==> src/rtl/ram_arbiter_if.sv <==
// ram_arbiter_if: request/response bundle between the two masters and ram_arbiter
//   req/wr_rd/addr/wdata : per-master request fields, master i uses slice i
//   done/err             : per-master completion and read-timeout pulses
//   rdata                : shared read data, valid with done[i] && !err[i]
interface ram_arbiter_if #(
  parameter int DATA_WIDTH = 8,
  parameter int ADDR_WIDTH = 4
);
  logic [1:0]              req;
  logic [1:0]              wr_rd;
  logic [2*ADDR_WIDTH-1:0] addr;
  logic [2*DATA_WIDTH-1:0] wdata;
  logic [1:0]              done;
  logic [1:0]              err;
  logic [DATA_WIDTH-1:0]   rdata;
  modport master (output req, wr_rd, addr, wdata, input done, err, rdata);
  modport slave (input req, wr_rd, addr, wdata, output done, err, rdata);
endinterface

==> src/rtl/ram_arbiter.sv <==
// ram_arbiter: round-robin two-master arbiter/sequencer for a single-port ram
//   clk, rstn    : clock (rising edge), asynchronous active-low reset
//   m            : master-side request bundle (ram_arbiter_if.slave)
//   ram_en, ram_wr_rd, ram_addr, ram_data_in : registered RAM controls
//   ram_data_out, ram_out_en                 : RAM read data and its qualifier
//   RAM_ARB_TIMEOUT_EN : when defined, reads abort with err after RD_TIMEOUT RWAIT cycles
module ram_arbiter #(
  parameter int DATA_WIDTH = 8,
  parameter int ADDR_WIDTH = 4,
  parameter int RD_TIMEOUT = 8
) (
  input  logic                  clk,
  input  logic                  rstn,
  ram_arbiter_if.slave          m,
  output logic                  ram_en,
  output logic                  ram_wr_rd,
  output logic [ADDR_WIDTH-1:0] ram_addr,
  output logic [DATA_WIDTH-1:0] ram_data_in,
  input  logic [DATA_WIDTH-1:0] ram_data_out,
  input  logic                  ram_out_en
);
  typedef enum logic [1:0] {IDLE, ISSUE, RWAIT, DONE} state_t;
  state_t state_q, state_d;
  logic owner_q, owner_d, last_q, last_d;
  logic [1:0] done_q, done_d, err_q, err_d;
  logic [DATA_WIDTH-1:0] rdata_q, rdata_d, ram_data_in_q, ram_data_in_d;
  logic [ADDR_WIDTH-1:0] ram_addr_q, ram_addr_d;
  logic ram_en_q, ram_en_d, ram_wr_rd_q, ram_wr_rd_d;
  logic win, timeout;
  if (RD_TIMEOUT < 2) begin : g_bad_rd_timeout
    $error("ram_arbiter: RD_TIMEOUT must be >= 2");
  end
`ifdef RAM_ARB_TIMEOUT_EN
  localparam int CW = $clog2(RD_TIMEOUT + 1);
  logic [CW-1:0] cnt_q, cnt_d;
  // Counts completed RWAIT cycles; zero in every other state so it is clear on entry.
  assign cnt_d = (state_q == RWAIT) ? cnt_q + 1'b1 : '0;
  assign timeout = cnt_q == CW'(RD_TIMEOUT - 1);
  always_ff @(posedge clk or negedge rstn)
    if (!rstn) cnt_q <= '0;
    else cnt_q <= cnt_d;
`else
  assign timeout = 1'b0;
`endif
  // Contention goes to the master that was not served last.
  assign win = (m.req[0] && m.req[1]) ? ~last_q : m.req[1];
  always_comb begin
    state_d = state_q;
    owner_d = owner_q;
    last_d = last_q;
    done_d = '0;
    err_d = '0;
    rdata_d = rdata_q;
    ram_en_d = ram_en_q;
    ram_wr_rd_d = ram_wr_rd_q;
    ram_addr_d = ram_addr_q;
    ram_data_in_d = ram_data_in_q;
    case (state_q)
      IDLE: if (|m.req) begin
        state_d = ISSUE;
        owner_d = win;
        ram_en_d = 1'b1;
        ram_wr_rd_d = m.wr_rd[win];
        ram_addr_d = win ? m.addr[2*ADDR_WIDTH-1:ADDR_WIDTH] : m.addr[ADDR_WIDTH-1:0];
        ram_data_in_d = win ? m.wdata[2*DATA_WIDTH-1:DATA_WIDTH] : m.wdata[DATA_WIDTH-1:0];
      end
      ISSUE: if (ram_wr_rd_q) begin
        state_d = DONE;
        ram_en_d = 1'b0;
        done_d[owner_q] = 1'b1;
        last_d = owner_q;
      end else state_d = RWAIT;
      RWAIT: if (ram_out_en || timeout) begin
        state_d = DONE;
        ram_en_d = 1'b0;
        done_d[owner_q] = 1'b1;
        err_d[owner_q] = !ram_out_en;
        last_d = owner_q;
        rdata_d = ram_out_en ? ram_data_out : rdata_q;
      end
      default: state_d = IDLE;
    endcase
  end
  always_ff @(posedge clk or negedge rstn)
    if (!rstn) begin
      state_q <= IDLE;
      owner_q <= 1'b0;
      last_q <= 1'b1;
      done_q <= '0;
      err_q <= '0;
      rdata_q <= '0;
      ram_en_q <= 1'b0;
      ram_wr_rd_q <= 1'b0;
      ram_addr_q <= '0;
      ram_data_in_q <= '0;
    end else begin
      state_q <= state_d;
      owner_q <= owner_d;
      last_q <= last_d;
      done_q <= done_d;
      err_q <= err_d;
      rdata_q <= rdata_d;
      ram_en_q <= ram_en_d;
      ram_wr_rd_q <= ram_wr_rd_d;
      ram_addr_q <= ram_addr_d;
      ram_data_in_q <= ram_data_in_d;
    end
  assign m.done = done_q;
  assign m.err = err_q;
  assign m.rdata = rdata_q;
  assign ram_en = ram_en_q;
  assign ram_wr_rd = ram_wr_rd_q;
  assign ram_addr = ram_addr_q;
  assign ram_data_in = ram_data_in_q;
endmodule

==> src/flat_wrapper.sv <==
// flat-port wrapper written by rule: the top's interface ports become plain ports
module ram_arbiter_flat 
#(
  parameter int DATA_WIDTH = 8,
  parameter int ADDR_WIDTH = 4,
  parameter int RD_TIMEOUT = 8
)
  (clk, rstn, ram_en, ram_wr_rd, ram_addr, ram_data_in, ram_data_out, ram_out_en, m_req, m_wr_rd, m_addr, m_wdata, m_done, m_err, m_rdata);
  ram_arbiter_if #(.DATA_WIDTH(DATA_WIDTH), .ADDR_WIDTH(ADDR_WIDTH)) m_i ();
  input  logic clk;
  input  logic rstn;
  output logic ram_en;
  output logic ram_wr_rd;
  output logic [ADDR_WIDTH-1:0] ram_addr;
  output logic [DATA_WIDTH-1:0] ram_data_in;
  input  logic [DATA_WIDTH-1:0] ram_data_out;
  input  logic ram_out_en;
  input wire logic [$bits(m_i.req)-1:0] m_req;
  input wire logic [$bits(m_i.wr_rd)-1:0] m_wr_rd;
  input wire logic [$bits(m_i.addr)-1:0] m_addr;
  input wire logic [$bits(m_i.wdata)-1:0] m_wdata;
  output wire logic [$bits(m_i.done)-1:0] m_done;
  output wire logic [$bits(m_i.err)-1:0] m_err;
  output wire logic [$bits(m_i.rdata)-1:0] m_rdata;
  assign m_i.req = m_req;
  assign m_i.wr_rd = m_wr_rd;
  assign m_i.addr = m_addr;
  assign m_i.wdata = m_wdata;
  assign m_done = m_i.done;
  assign m_err = m_i.err;
  assign m_rdata = m_i.rdata;
  ram_arbiter #(.DATA_WIDTH(DATA_WIDTH), .ADDR_WIDTH(ADDR_WIDTH), .RD_TIMEOUT(RD_TIMEOUT)) u_core (.clk(clk), .rstn(rstn), .m(m_i), .ram_en(ram_en), .ram_wr_rd(ram_wr_rd), .ram_addr(ram_addr), .ram_data_in(ram_data_in), .ram_data_out(ram_data_out), .ram_out_en(ram_out_en));
endmodule
==> config.mk <==
export PLATFORM = sky130hd
export DESIGN_NAME = ram_arbiter_flat
export DESIGN_NICKNAME = d
export VERILOG_FILES = /design/src/rtl/ram_arbiter_if.sv /design/src/rtl/ram_arbiter.sv /design/src/flat_wrapper.sv
export SDC_FILE = /design/constraint.sdc
export NUM_CORES = 1
export LEC_CHECK = 0
export CAP_MARGIN = 25
export CORE_MARGIN = 5
export CORE_UTILIZATION = 25
export DETAILED_ROUTE_END_ITERATION = 8
export PLACE_DENSITY_LB_ADDON = 0.25
export SLEW_MARGIN = 40
export SYNTH_ARGS = -nofsm -noshare
export SYNTH_HDL_FRONTEND = slang
export SYNTH_SLANG_ARGS = --single-unit
==> constraint.sdc <==
create_clock -name clk -period 3.7 [get_ports clk]
set_input_delay 0.555 -clock clk [delete_from_list [all_inputs] [get_ports clk]]
set_output_delay 0.555 -clock clk [all_outputs]
set_load 0.02 [all_outputs]
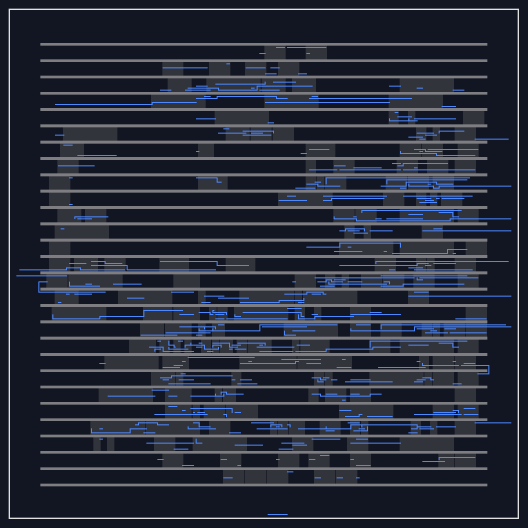
m1.png
Drawn at 6 px/um. Supply wires on this layer in gray. Cells faint in the background.
main direction	horizontal
wire length on this layer	1530 um
Routed Wire Length: 3330 um
via count: 1065

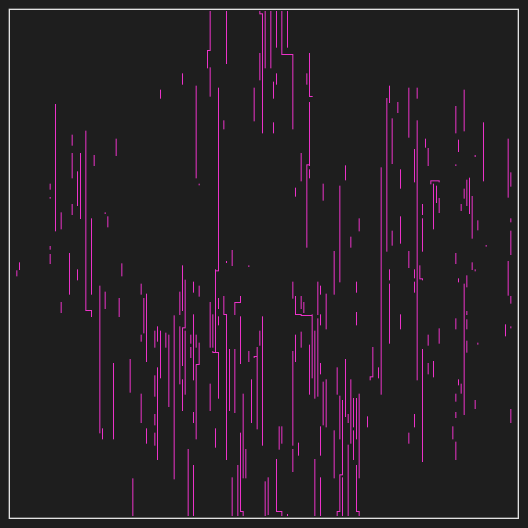
m2.png
Drawn at 6 px/um.
wire length on this layer	1460 um
nets with wire on the layer	184
main direction	vertical
longest straight run	43.2 um
met2 global-route usage: 14.4%

==> qor.yml <==
power_w: 0.00170
p_sw_w: 0.000636
slowest_delay_ps: 640
area_delta_synth_final_pct: 57.4
grt_pass1_wl_um: 5620
nonClkBufAreaFrac_pct: 29.9
critPathCapture: "ram_wr_rd"
finalHoldViolations: 0
p_leak_nw: 0.978
cts-resized-gates: 0
wire_per_inst_um: 12.8
cts-root-buf: "clkbuf_8"
core-area_sq_mm: 0.00547
grtUsageTotal_pct: 10.2
adder_share_pct: 6.29
yosysWarnings: 0
nClkBuffers: 6
path_class: "flip-flop to output pin"
fin_tns_setup_ps: 0
status: "finished, final reports clean"
min_to: "u_core.ram_data_in[0]"
top_cell_area_share_pct: 52.2
hold_start: "u_core.ram_data_in[0]"
place_area_sq_mm: 0.00209
seq_area_sq_um: 752
drc_errors: 0
comb-power_w: 0.000859
dp_slack_ps: 1530
r2r-end: "u_core.m.rdata[6]"
fin_crit_ps: 1890
max-slew-margin-rel_pct: 54.3
power.density_mw_per_mm2: 779
ys_sh_simple_pct: 7.37
crit_family: "buffers and inverters"
ir_worst_vdd_uv: 394
grt_max_degree: 31
yosys.area_share.aoi_pct: 8.63
holdBufCountCts: 0
syn_inst: 117
critPathMaxFanout: 5
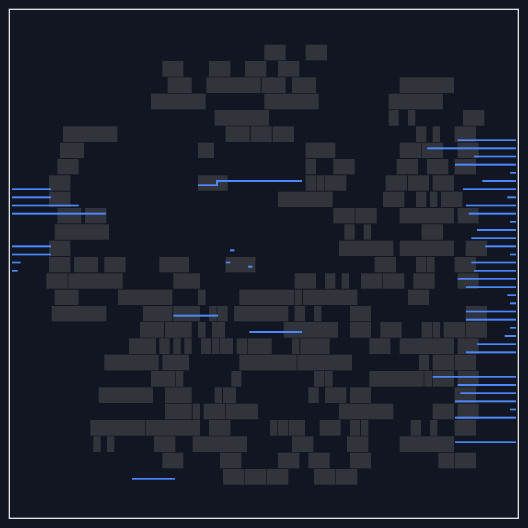
m3.png
Drawn at 6 px/um. Cells faint in the background.
share of all routed wire	9.4%
longest straight run	15.4 um
main direction	horizontal
nets with wire on the layer	44
met3 track demand over resource: 4.32%

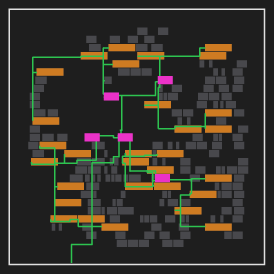
clock_wires.png
Drawn at 3 px/um.
[orange] flip-flops | count: 30
[magenta] clock-net drivers | count: 5
[green] clock wires | length: 460 um
routed clock nets	6
Clk power: 0.000274 W
worst clock skew: 4.47 ps
Clock Power Share: 16.1%
clk_lat worst skew: 280 ps

Power figures rest on the tool's default switching activity, not on a simulated workload.
